--- src/rtl/gdiv_pkg.sv ---
// Shared definitions for the Goldschmidt divide/sqrt sequencing controller.
//   gdiv_state_t : controller state encoding
//   MSEL_*       : multiplier operand-select encoding seen by the datapath
//   OP_*         : operation codes carried on op / op_q
package gdiv_pkg;

    typedef enum logic [2:0] {
        S_IDLE,
        S_INIT,
        S_MUL_N,
        S_MUL_D,
        S_MUL_D2,
        S_REM,
        S_ROUND,
        S_DONE
    } gdiv_state_t;

    localparam logic [1:0] MSEL_NONE = 2'd0;
    localparam logic [1:0] MSEL_NK   = 2'd1;
    localparam logic [1:0] MSEL_DK   = 2'd2;
    localparam logic [1:0] MSEL_QD   = 2'd3;
    // The datapath tells Q*Q apart from Q*D by looking at op_q.
    localparam logic [1:0] MSEL_QQ   = MSEL_QD;

    localparam logic OP_DIV  = 1'b0;
    localparam logic OP_SQRT = 1'b1;

    // States that occupy the shared multiplier for MUL_LAT cycles.
    function automatic logic is_mul_state(input gdiv_state_t s);
        return (s == S_MUL_N) || (s == S_MUL_D) || (s == S_MUL_D2) || (s == S_REM);
    endfunction

endpackage

--- src/rtl/gdiv_ctrl_if.sv ---
// Bundle of request/status and datapath-control signals of gdiv_ctrl.
//   master : requester side (drives start/op/rm, observes everything else)
//   slave  : controller side (gdiv_ctrl)
// ITER sets the width of the iteration index.
interface gdiv_ctrl_if #(
    parameter int ITER = 4
);
    localparam int IW = $clog2(ITER + 1);

    logic          start;
    logic          op;
    logic [1:0]    rm;
    logic          ready;
    logic          busy;
    logic          done;
    logic          op_q;
    logic [1:0]    rm_q;
    logic          ld_init;
    logic [1:0]    mul_sel;
    logic          en_n;
    logic          en_d;
    logic          en_k;
    logic          en_rem;
    logic          round_en;
    logic [IW-1:0] iter;

    modport master (
        output start, op, rm,
        input  ready, busy, done, op_q, rm_q, ld_init, mul_sel,
               en_n, en_d, en_k, en_rem, round_en, iter
    );

    modport slave (
        input  start, op, rm,
        output ready, busy, done, op_q, rm_q, ld_init, mul_sel,
               en_n, en_d, en_k, en_rem, round_en, iter
    );

endinterface

--- src/rtl/gdiv_ctrl_lat_counter.sv ---
// Multiplier latency counter shared by all multiply states.
//   clk, reset : clock, async active-high reset
//   clr        : restart from zero on the next edge
//   last       : current cycle is the final one of a MUL_LAT-cycle window
// The controller holds clr high outside multiply states and on the last
// cycle of each one, so the count is zero on every state entry.
module lat_counter #(
    parameter int MUL_LAT = 1
) (
    input  logic clk,
    input  logic reset,
    input  logic clr,
    output logic last
);
    localparam int            CW       = (MUL_LAT > 1) ? $clog2(MUL_LAT) : 1;
    localparam logic [CW-1:0] CNT_LAST = CW'(MUL_LAT - 1);

    logic [CW-1:0] cnt;

    always_ff @(posedge clk or posedge reset) begin
        if (reset) begin
            cnt <= '0;
        end else if (clr) begin
            cnt <= '0;
        end else begin
            cnt <= cnt + CW'(1);
        end
    end

    assign last = (cnt == CNT_LAST);

endmodule

--- src/rtl/gdiv_ctrl.sv ---
// Sequencing controller for the shared-multiplier Goldschmidt divide/sqrt
// datapath. Pure control: latches op/rm on accept, then walks the datapath
// through INIT, ITER rounds of N/D(/D2) multiplies, a remainder multiply and
// rounding, and pulses done for one cycle.
//   clk, reset : clock, async active-high reset
//   bus        : request/status and datapath controls (gdiv_ctrl_if.slave)
//
// state    | meaning
// ---------+-----------------------------------------------
// S_IDLE   | ready, waiting for start
// S_INIT   | datapath loads N, D and seed K
// S_MUL_N  | N <= N*K
// S_MUL_D  | D <= D*K (divide: also K from new D)
// S_MUL_D2 | sqrt only: second D*K, then K from new D
// S_REM    | remainder multiply Q*D or Q*Q
// S_ROUND  | rounding using rem and rm_q
// S_DONE   | one-cycle done pulse
module gdiv_ctrl
    import gdiv_pkg::*;
#(
    parameter int ITER    = 4,
    parameter int MUL_LAT = 1
) (
    input  logic         clk,
    input  logic         reset,
    gdiv_ctrl_if.slave   bus
);
    localparam int            IW        = $clog2(ITER + 1);
    localparam logic [IW-1:0] ITER_LAST = IW'(ITER - 1);

    gdiv_state_t   state_q, state_d;
    logic          op_q;
    logic [1:0]    rm_q;
    logic [IW-1:0] iter_q;
    logic          accept;
    logic          iter_inc;
    logic          lat_last;
    logic          lat_clr;

    lat_counter #(.MUL_LAT(MUL_LAT)) u_lat (
        .clk   (clk),
        .reset (reset),
        .clr   (lat_clr),
        .last  (lat_last)
    );

    // Every multiply state leaves on its last cycle, so clearing then
    // guarantees a zero count on entry to the next one.
    assign lat_clr = !is_mul_state(state_q) || lat_last;
    assign accept  = (state_q == S_IDLE) && bus.start;

    always_ff @(posedge clk or posedge reset) begin
        if (reset) begin
            state_q <= S_IDLE;
            op_q    <= 1'b0;
            rm_q    <= 2'b00;
            iter_q  <= '0;
        end else begin
            state_q <= state_d;
            if (accept) begin
                op_q   <= bus.op;
                rm_q   <= bus.rm;
                iter_q <= '0;
            end else if (iter_inc) begin
                iter_q <= iter_q + IW'(1);
            end
        end
    end

    always_comb begin
        state_d      = state_q;
        iter_inc     = 1'b0;
        bus.ld_init  = 1'b0;
        bus.mul_sel  = MSEL_NONE;
        bus.en_n     = 1'b0;
        bus.en_d     = 1'b0;
        bus.en_k     = 1'b0;
        bus.en_rem   = 1'b0;
        bus.round_en = 1'b0;
        bus.done     = 1'b0;

        unique case (state_q)
            S_IDLE: begin
                if (bus.start) state_d = S_INIT;
            end
            S_INIT: begin
                bus.ld_init = 1'b1;
                state_d     = S_MUL_N;
            end
            S_MUL_N: begin
                bus.mul_sel = MSEL_NK;
                if (lat_last) begin
                    bus.en_n = 1'b1;
                    state_d  = S_MUL_D;
                end
            end
            S_MUL_D: begin
                bus.mul_sel = MSEL_DK;
                if (lat_last) begin
                    bus.en_d = 1'b1;
                    if (op_q == OP_SQRT) begin
                        state_d = S_MUL_D2;
                    end else begin
                        bus.en_k = 1'b1;
                        if (iter_q < ITER_LAST) begin
                            state_d  = S_MUL_N;
                            iter_inc = 1'b1;
                        end else begin
                            state_d = S_REM;
                        end
                    end
                end
            end
            S_MUL_D2: begin
                bus.mul_sel = MSEL_DK;
                if (lat_last) begin
                    bus.en_d = 1'b1;
                    bus.en_k = 1'b1;
                    if (iter_q < ITER_LAST) begin
                        state_d  = S_MUL_N;
                        iter_inc = 1'b1;
                    end else begin
                        state_d = S_REM;
                    end
                end
            end
            S_REM: begin
                bus.mul_sel = (op_q == OP_SQRT) ? MSEL_QQ : MSEL_QD;
                if (lat_last) begin
                    bus.en_rem = 1'b1;
                    state_d    = S_ROUND;
                end
            end
            S_ROUND: begin
                bus.round_en = 1'b1;
                state_d      = S_DONE;
            end
            S_DONE: begin
                bus.done = 1'b1;
                state_d  = S_IDLE;
            end
            default: state_d = S_IDLE;
        endcase
    end

    assign bus.ready = (state_q == S_IDLE);
    assign bus.busy  = (state_q != S_IDLE);
    assign bus.op_q  = op_q;
    assign bus.rm_q  = rm_q;
    assign bus.iter  = iter_q;

endmodule

--- src/flat_wrapper.sv ---
// flat-port wrapper written by rule: the top's interface ports become plain ports
module gdiv_ctrl_flat import gdiv_pkg::*;
#(
    parameter int ITER    = 4,
    parameter int MUL_LAT = 1
)
  (clk, reset, bus_start, bus_op, bus_rm, bus_ready, bus_busy, bus_done, bus_op_q, bus_rm_q, bus_ld_init, bus_mul_sel, bus_en_n, bus_en_d, bus_en_k, bus_en_rem, bus_round_en, bus_iter);
  gdiv_ctrl_if #(.ITER(ITER)) bus_i ();
  input  logic clk;
  input  logic reset;
  input wire logic [$bits(bus_i.start)-1:0] bus_start;
  input wire logic [$bits(bus_i.op)-1:0] bus_op;
  input wire logic [$bits(bus_i.rm)-1:0] bus_rm;
  output wire logic [$bits(bus_i.ready)-1:0] bus_ready;
  output wire logic [$bits(bus_i.busy)-1:0] bus_busy;
  output wire logic [$bits(bus_i.done)-1:0] bus_done;
  output wire logic [$bits(bus_i.op_q)-1:0] bus_op_q;
  output wire logic [$bits(bus_i.rm_q)-1:0] bus_rm_q;
  output wire logic [$bits(bus_i.ld_init)-1:0] bus_ld_init;
  output wire logic [$bits(bus_i.mul_sel)-1:0] bus_mul_sel;
  output wire logic [$bits(bus_i.en_n)-1:0] bus_en_n;
  output wire logic [$bits(bus_i.en_d)-1:0] bus_en_d;
  output wire logic [$bits(bus_i.en_k)-1:0] bus_en_k;
  output wire logic [$bits(bus_i.en_rem)-1:0] bus_en_rem;
  output wire logic [$bits(bus_i.round_en)-1:0] bus_round_en;
  output wire logic [$bits(bus_i.iter)-1:0] bus_iter;
  assign bus_i.start = bus_start;
  assign bus_i.op = bus_op;
  assign bus_i.rm = bus_rm;
  assign bus_ready = bus_i.ready;
  assign bus_busy = bus_i.busy;
  assign bus_done = bus_i.done;
  assign bus_op_q = bus_i.op_q;
  assign bus_rm_q = bus_i.rm_q;
  assign bus_ld_init = bus_i.ld_init;
  assign bus_mul_sel = bus_i.mul_sel;
  assign bus_en_n = bus_i.en_n;
  assign bus_en_d = bus_i.en_d;
  assign bus_en_k = bus_i.en_k;
  assign bus_en_rem = bus_i.en_rem;
  assign bus_round_en = bus_i.round_en;
  assign bus_iter = bus_i.iter;
  gdiv_ctrl #(.ITER(ITER), .MUL_LAT(MUL_LAT)) u_core (.clk(clk), .reset(reset), .bus(bus_i));
endmodule
--- config.mk ---
export PLATFORM = sky130hd
export DESIGN_NAME = gdiv_ctrl_flat
export DESIGN_NICKNAME = d
export VERILOG_FILES = /design/src/rtl/gdiv_pkg.sv /design/src/rtl/gdiv_ctrl_if.sv /design/src/rtl/gdiv_ctrl_lat_counter.sv /design/src/rtl/gdiv_ctrl.sv /design/src/flat_wrapper.sv
export SDC_FILE = /design/constraint.sdc
export NUM_CORES = 1
export LEC_CHECK = 0
export CAP_MARGIN = 10
export CORE_MARGIN = 2
export CORE_UTILIZATION = 42
export DETAILED_ROUTE_END_ITERATION = 12
export PLACE_DENSITY = 0.79
export SLEW_MARGIN = 20
export SYNTH_ARGS = -nofsm -noshare
export SYNTH_HDL_FRONTEND = slang
export SYNTH_SLANG_ARGS = --single-unit
--- constraint.sdc ---
create_clock -name clk -period 1.95 [get_ports clk]
set_clock_uncertainty 0.2 [all_clocks]
set_input_delay 0.195 -clock clk [delete_from_list [all_inputs] [get_ports clk]]
set_output_delay 0.195 -clock clk [all_outputs]
set_load 0.01 [all_outputs]
Figure 1. Routed clock nets over the placement.
Scale bar: 10 microns.
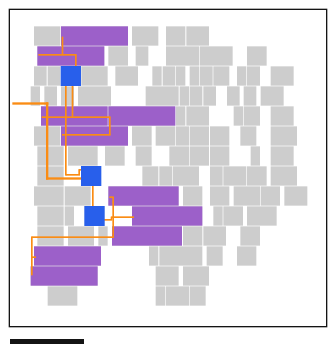
[flip-flops] purple | count: 10
[clock drivers] blue | count: 3
[clock wires] orange | length: 106 microns
routed clock nets: 4
Power Clock: 128 uW
Insertion Delay late pin: 0.25 ns
fraction of power consumed by the clock network: 0.081

Figure 2. Wire density map.
Scale bar: 10 microns. The die is cut into 9 by 9 equal tiles; white is low, dark blue is high, scaled to the fullest tile. Values are wire area over tile area, all layers added.
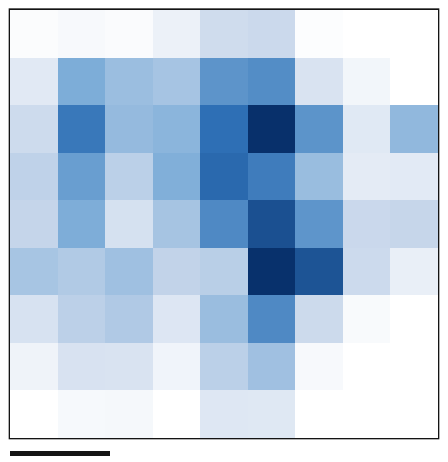
mean over tiles: 0.14
emptiest ninth of the die: south-east
densest ninth of the die: centre
final WL: 1566 microns
average wire per standard cell: 13.05 microns
via count: 650

==> notes.md <==
The following summarizes the physical implementation.

Status
The run finished with clean final reports.

GRT
The global route total overflow is 0. The number of antenna violations at the first check in global routing is 0. The wire length of the first global-routing pass is 2477 microns. The global routing report lists met3 layer usage as 0.01702.

The most utilized layer in the global route result is met2. The number of global-route vias before repair is 603. The pin count of the biggest net entering global routing is 11. For this run, global-route usage on met1 was measured as 0.2000. The overall track demand over capacity in global routing is 0.1770. The routing usage on met2 is 0.3273.

Final layout
The net count reported at finish is ~110. Summing all non-filler instances in the final layout gives an area of 977.2 sq um. The sequential share of cell area is 0.2599. Of the total standard cell area in the layout, the multi-input combinational portion is 0.3432.

The sequential cell area is 254.0 sq um. The number of filler instances in the final layout is 145. Of all the cell area in the finished design, the clock network holds 0.02305.

The non-clock buffer instance count of the final layout is 37. The buffering overhead is 0.3278. The share of post-route cells with drive strength above 1 is 0.2981.

The utilization after layout is 0.6641. The dominant kind of cell is logic gates. The number of antenna diodes in the final layout is 0. In this run the layout overhead on the synthesized area is reported as 53.14%.

The final design was reported to hold multi-input combinational gates totalling 48. After layout, the inverter instance count without clock inverters stands at 6. In the final layout, the multi-input gates occupy 335.3 sq um.

Setup path
The capturing element type of the critical path is an output port. The critical register-to-register path endpoint is u_core.state_q[0]. The critical path starts at u_core.state_q[1]. For the worst flop-to-flop path, the logic depth is 6.

The critical path's slowest cell is sky130_fd_sc_hd__clkdlybuf4s50_1. The worst setup slack for register-to-register paths is 0.10 ns. The OpenROAD report gives the critical path a required time of approximately 1.6 ns. The category of cells accounting for the largest share of critical-path delay is buffers and inverters. The maximum net fanout on the critical path is 7. Along the critical path, the tally of buffer and inverter instances is 2. The report lists the cells along the critical path as buf_4 > and3_1 > clkdlybuf4s50_1. The setup path with the least slack is of type flip-flop to output port.

The type of origin of the critical path is a flip-flop. The launch point of the worst register-to-register path is recorded as u_core.state_q[2]. The largest incremental delay on the critical path is between 0.5 and 0.6 ns.

For the worst setup path, the data arrival time is 1.49 ns.

Floorplanning
The vertical extent of the die is around 43 microns. The pre-placement core utilization is 0.4337. The row count is 14.

The standard cell core area is 0.001471 sq mm. The die width is 42.98 microns. According to the I/O placement log, the pin count is 23.

In this run the full chip footprint comes out at 0.001847 sq mm. During tapcell insertion the tool placed 16 well taps.

Synthesis
The synthesis report names the predominant flop master as sky130_fd_sc_hd__dfrtp_1. Of the total synthesized cell area, the portion taken by full adders, half adders and majority gates is 0.01961. The top cell type's share of synthesized area is 0.3922. The most popular library cell in the synthesized design by count is sky130_fd_sc_hd__dfrtp_1. The largest total area in the synthesized netlist belongs to sky130_fd_sc_hd__dfrtp_1. The sequential share of the synthesized area is 0.3922.

Yosys reported a register bit count of 10. The cell area after synthesis is approximately 640 sq um. The proportion of synthesized area in mux cells is 0.05294. The number of enable flip-flop cells is 0. By count the netlist is led by sky130_fd_sc_hd__dfrtp_1, sky130_fd_sc_hd__inv_1, sky130_fd_sc_hd__nand2_1, sky130_fd_sc_hd__o21ai_0, sky130_fd_sc_hd__nand3_1. The post-synth net total is 76. Per the post-synthesis report, the number of cells in the design is 69. The area reported by Yosys stat is 638.1 sq um. After synthesis, the design contains 69 cells according to Yosys. The compound-cell area share of the yosys netlist is 0.2000. The synthesis report lists the most area-consuming cells as sky130_fd_sc_hd__dfrtp_1, sky130_fd_sc_hd__mux2_2, sky130_fd_sc_hd__o21ai_0, sky130_fd_sc_hd__nand3_1, sky130_fd_sc_hd__inv_1. The warning tally printed by Yosys for this design is 0.

The synthesis run identifies the leading combinational cell family as simple AND/OR/NAND/NOR gates. Of the total synthesized cell area, the portion taken by XOR and XNOR cells is 0. The post-synthesis area per instance is 9.248 sq um. The fraction of the mapped netlist area in simple logic gates is 0.2373. The synthesis report gives the async set-or-reset register share as 1.000. The gate-level netlist out of Yosys references 34 unique cell types.

STA
The post-layout period usage of the worst path is 0.9661. The final timing report derives a shortest allowable period of 1.884 ns. The number of pins exceeding their max-slew limit in the final report is 0.

The highest clock rate this design can be run at is approximately 0.53 GHz. For reference, the final report shows the hold violation count at 0. From the final report, the count of setup violators was given as 0.

Clocking
Per the post-CTS timing run, clock transition at the registers of the reported paths is 0.06 ns. The CTS tree is done. Per the CTS log, the maximum H-tree level is 1.

CTS reports a maximum clock tree buffer depth of 2. Per the CTS log, the root buffer master is sky130_fd_sc_hd__clkbuf_4. The cts-stage hold buffer count is 0.

Worst hold path
The path class of the lowest-slack min-delay path is input port to asynchronous set/reset pin.

Placed design
Per the placement log, port buffering inserted 22 buffers. The routability congestion estimate from global placement is 0.7791. Note, the detailed placer reported a final HPWL of 1074 microns. The standard cell area after detailed placement is 894.6 sq um.

Drt
For this block, the initial DRC count from the detailed router was 8. The total met2 wirelength after detailed routing is 818 microns. The number of iterations in the first detailed-routing pass is 4. The routed layout reports a DRC error count of 0. The script logs the ratio of routed vias to standard cells as 5.417. The wire length on met1 is 644 microns. Detailed routing placed a total of a little over 90 microns of wire on met3. The count of nets left with antenna violations once routing finished came out at 0.

Per the detail_route log, the uppermost layer with routed signals is met4.

Pwr
The power per unit of standard cell area is 1618 mW/mm^2. The total leakage power is 0.4686 nW. The largest vdd supply drop is about 0.85 mV.

Job
The number of warnings reported in the stage logs is 26. The number of max-cap violations is 0.
Figure 3. Clock nets.
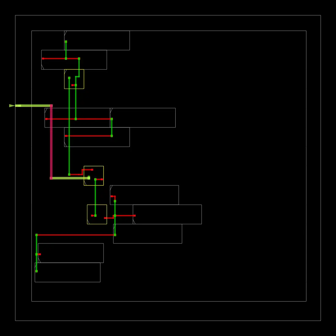
count of clock tree sinks: 10
CLK BUF: 3
number of clock buffers inserted by TritonCTS: 3
count of sequential standard cells: 10

Figure 4. Routed metal, one colour a layer.
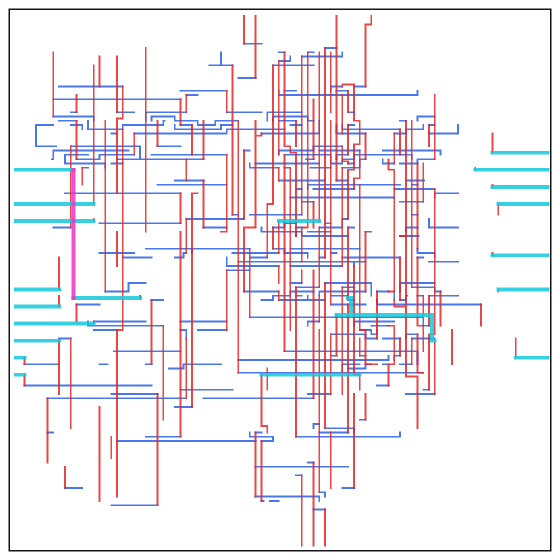
| layer | colour | wire length |
|---|---|---|
| metal 2 | red | 819 microns |
| metal 4 | magenta | 10.2 microns |
| metal 3 | cyan | 92.0 microns |
| metal 1 | blue | 645 microns |

per-stage QoR:
step           total power [mW]  instances  setup WS, ns  hold slack [ns]  TNS [ns]
6_report                  1.581        120       0.06603         0.008132         0
5_1_grt                   1.690        120      -0.01370          0.04896  -0.01370
4_1_cts                   1.564        119    0.00005840          0.01336         0
3_5_place_dp              1.340        109       0.01750           0.2862         0
3_3_place_gp              1.316        109       0.06385           0.2854         0
2_1_floorplan            0.9305         69        0.4754          -0.1648         0
cell usage in the layout (no fill, tap or decap), drive strengths merged, types with 2 or more instances in the layout:
master,Yosys,routed
buf,5,16
a21oi,4,4
dlygate4sd2,0,8
mux2,3,3
nor2,3,3
nand2,6,6
o21ai,6,6
inv,6,6
clkdlybuf4s50,0,12
a211oi,2,2
clkbuf,0,3
o211ai,2,2
nor3,2,2
nand3,4,4
and3,2,2
dfrtp,10,10
worst reg2reg max path: cells and delay by family (launching register included):
| kind | cells | cell delay (ns) |
|---|---|---|
| and+or+nand+nor | 1 | 0.35 |
| DFF | 1 | 0.45 |
| AOI/OAI and AO/OA | 3 | 0.41 |
| buffers and inverters | 2 | 0.31 |
what timing repair did:
| action | in CTS | in global routing |
|---|---|---|
| buffers inserted | 7 | 1 |
| pin swaps | 0 | 1 |
| setup endpoints to repair | 11 | 2 |
| resized | 17 | 2 |
where the power goes:
group          internal (mW)  leakage (nW)  switching [mW]  total (mW)
logic                  0.564         0.336           0.475        1.04
registers              0.302         0.119           0.112       0.414
clock network         0.0705        0.0138          0.0574       0.128
how the worst max path moves through the flow:
stage,endpoint,slack [ns],cells past startpoint
3_5_place_dp,bus_en_k,0.02,4
4_1_cts,bus_en_k,0.00006,5
5_1_grt,bus_en_k,-0.01,5
6_report,bus_done,0.07,3
2_1_floorplan,u_core.bus.op_q,0.48,3
3_3_place_gp,bus_en_k,0.06,4
Power is estimated from default activity; no workload was simulated.
